Fig. 1: pin map
Scale: 6 px per µm. Pins as bars across the die edge, other pins in grey.
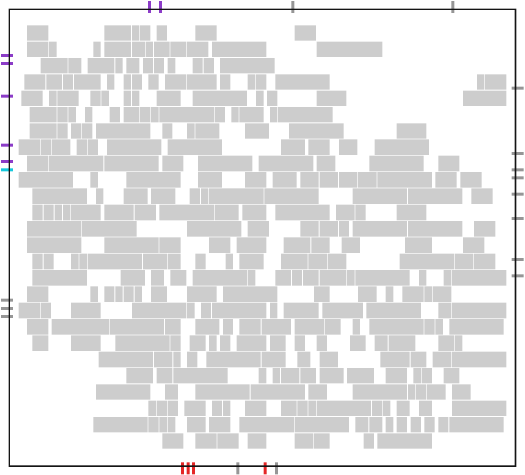
Fig. 2: zoomed window
Region (30, 10) to (55, 35) µm. Cells in grey, sequential cells in the stronger grey; small squares are vias.
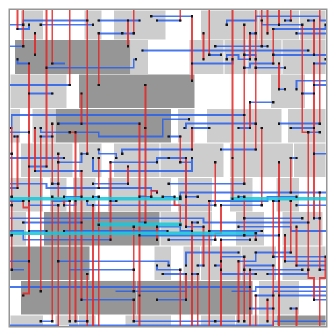
Fig. 3: routing congestion map
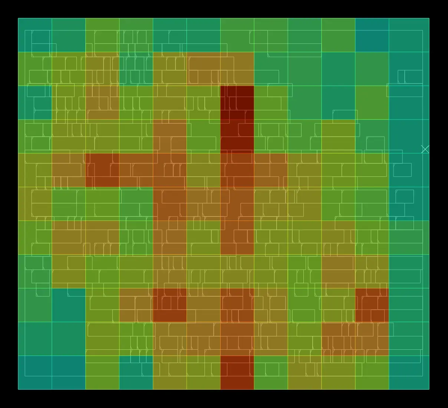
Fig. 4: sequential cells grouped by signal name
Scale: 3 px per µm.
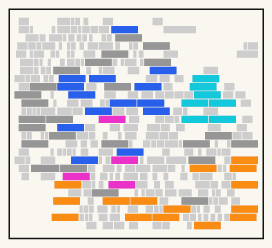
Design seg7_scan_ctrl, sky130hd; sources not shown.
==> Changelog: implementation <==
### Metrics

* Outcome: complete, but fails checks
* Failing checks: DRC
* Post-Syn Instances at approximately 280
* Seq/Total Area, Yosys at 52.80%
* Largest register FFs at 15
* Largest net degree at the start of global routing at 65
* Worst Hold Depth at 2
* Buf/Inv on CP at 1
* Vias per cell at 5.333
* Peak supply drop at around 0.4 mV
* R2r setup slk at approximately 0.14 ns
* Largest area contributor in the netlist: dfrtp_1
* Crit path max fanout at 7
* Slew Limit Headroom at 51.26%
* Unique cell type count in the Yosys netlist at 34
* DRC viols at 2
* Final min period at 2.458 ns
* Synth warn at 0
* Global-route wire length before repair at between 10000 and 15000 µm
* Htree depth at 3
* Most common cell in the netlist: dfrtp_1
* Setup TNS at 0 ns
* RSZ-0062 raised after global routing: no
* Fillers at around 460
* Die X at 84.13 µm
* Slowest CP cell: dfrtp_1
* CTS Sinks at between 60 and 70
* Logic area at ~1400 µm²
* Grt ovf at 0
* Endpoints failing hold at 0
* Largest cells by area after synthesis: dfrtp_1 52%, mux2_2 5.9%, ha_1 5.4%
* Log Warnings at 32
* DRT antenna net count at 0
* Clock Skews at 0.005188 ns
* Setup CP Type: reg2reg
* Detailed Routing Iterations Pass 1 at 7
* Commonest cells post-synth: 63 x dfrtp_1, 31 x nand2_1, 27 x o21ai_0
* Skew-Pair Late Insertion Delay at ~0.33 ns
* Core area at 5758 µm²
* Crit path required time at ~2.9 ns
* Synth flops at about 64
* Post-CTS Setup Bufs at 0
* Leak at roughly 1.7 nW
* Final #Nets at approximately 350
* Hpwl dp at ~4300 µm
* Max Buffers Root-to-Sink at 2
* Final setup vio count at 0
* Synth top area share at 51.94%
* CTS tree: done
* Crit path depth at 10
* Ordered list of cells on the worst path: ha_1 > and4b_1 > and4_4 > buf_4 > mux2i_2 > ha_1 > o21a_1 > o21ai_1 > nand2b_2 > a21oi_1
* Initial Util at around 53%
* M1 GR Usage at roughly 29%
* Power Density at 528.4 nW/µm²
* Pwr Total at approximately 2 mW
* FF-to-FF path depth at 10
* Total number of placement rows at 26
* Vias in the first global route at 2040
* Mean Syn Cell Area at approximately 11 µm²
* Total die area at 6387 µm²
* Drt total wl at 5822 µm
* Share of layout cells above drive strength 1 at a little under a fifth
* Worst Hold Class: reg2reg
* Ys flop type: dfrtp_1
* Area grow syn2layout at 21.68%
* Syn_nets at roughly 310
* Fmax at around 0.41 GHz
* Initial antenna violation count at 0
* Clk pin slew, worst setup/hold paths at ~0.070 ns
* Initial drt markers at 113
* Gr usage total at around 20%
Back to the opening pictures, Fig. 1:
legend:
  `bright_i`:
    colour: red
    pins: 4
    direction: input
    edge: bottom
  `wr_data_i`:
    colour: purple
    pins: 7
    direction: input
    edge: 5 left, 2 top
  `wr_raw_i`:
    colour: cyan
    pins: 1
    direction: input
    edge: left
all pins by edge: 9 left, 8 right, 6 bottom, 4 top
PortBufs: 26
die height: 75.92 µm

Back to the opening pictures, Fig. 2:
legend:
  metal 1:
    colour: blue
  metal 2:
    colour: red
  metal 3:
    colour: cyan
cells with their middle in the window: 47
sequential cells in the window: 7
most frequent: dfrtp_1 (7)

Back to the opening pictures, Fig. 3:
GRT met3 Usage: 6.536%
grt peak-use layer: met2
routing usage on met2: 29.10%
Final Util: 64.15%
DR WL/cell: 14.70 µm

Back to the opening pictures, Fig. 4:
legend:
  `act_q`:
    colour: blue
    flops: 14
  `u_pwm.bright_q`:
    colour: magenta
    flops: 4
  `seg_pins_o`:
    colour: cyan
    flops: 7
    where: right middle
  `cnt_q`:
    colour: orange
    flops: 15
register area: 1603 µm²
Seq/total area: 43.39%
Seq power: 996 µW

routing by layer:
metal,vias to the layer above,routed length [µm]
met5,-,0
met4,0,80
met2,37,2493
met3,7,217
met1,1004,3032
li1,1064,-
per-stage QoR:
step                instances  cell area, µm²  hold WS (ns)  util (%)  worst slack [ns]
floorplan                 283            3037        0.4460         -           0.01564
global placement          381            3445        0.4620     59.82            0.1002
detailed placement        381            3445        0.4660     59.82          -0.01160
CTS                       396            3651        0.4809     63.41           0.01455
global route              396            3694        0.5106     64.15          0.002776
finish                    396            3694        0.4739     64.15            0.1419
worst register-to-register path, delay by kind of cell (launching register included):
family / cells / cell delay, ns
compound gates: 3 / 0.49
flops: 1 / 0.37
mux: 1 / 0.26
fa+ha+maj: 2 / 0.43
buf+inv: 1 / 0.18
simple gates: 3 / 0.67
where the power goes:
| group | switching (mW) | leakage, nW | internal, mW |
|---|---|---|---|
| sequential | 0 | 0.866 | 0.996 |
| combinational | 0.0540 | 0.722 | 0.0404 |
| clock | 0.349 | 0.108 | 0.512 |
| total | 0.403 | 1.70 | 1.55 |
layout make-up:
type	count	share of cell area, %
Sequential cell	64	43.39
Timing Repair Buffer	39	10.03
Multi-Input combinational cell	196	37.43
Tap cell	70	2.371
Inverter	12	1.220
Clock buffer	12	4.472
Clock inverter	3	1.084
cells by family after synthesis:
kind of cell / after synthesis / share of synthesized area [%]
and+or+nand+nor: 88 / 14.88
DFF: 64 / 52.80
AOI/OAI and AO/OA: 54 / 10.18
muxes: 29 / 10.22
buffers and inverters: 23 / 3.092
adders and majority gates: 13 / 5.359
xor gates and xnor gates: 12 / 3.462
placed cells by master (no fill, tap or decap), drive strengths merged, types with 7 or more instances in the layout:
cell	Yosys	routed
a21oi	17	17
buf	4	13
clkbuf	7	12
clkdlybuf4s50	0	26
dfrtp	63	63
ha	13	13
inv	12	12
mux2	16	16
mux2i	13	13
nand2	31	31
nand3	11	11
nor2	15	15
o21ai	28	28
or3b	7	7
xor2	7	7
repair_timing:
| action | in CTS | in global routing |
|---|---|---|
| gates resized | 1 | 13 |
| hold buffers | 0 | 0 |
| endpoints found under the setup margin | 5 | 7 |
| pin swaps | 0 | 1 |
Power is estimated from default activity; no workload was simulated.
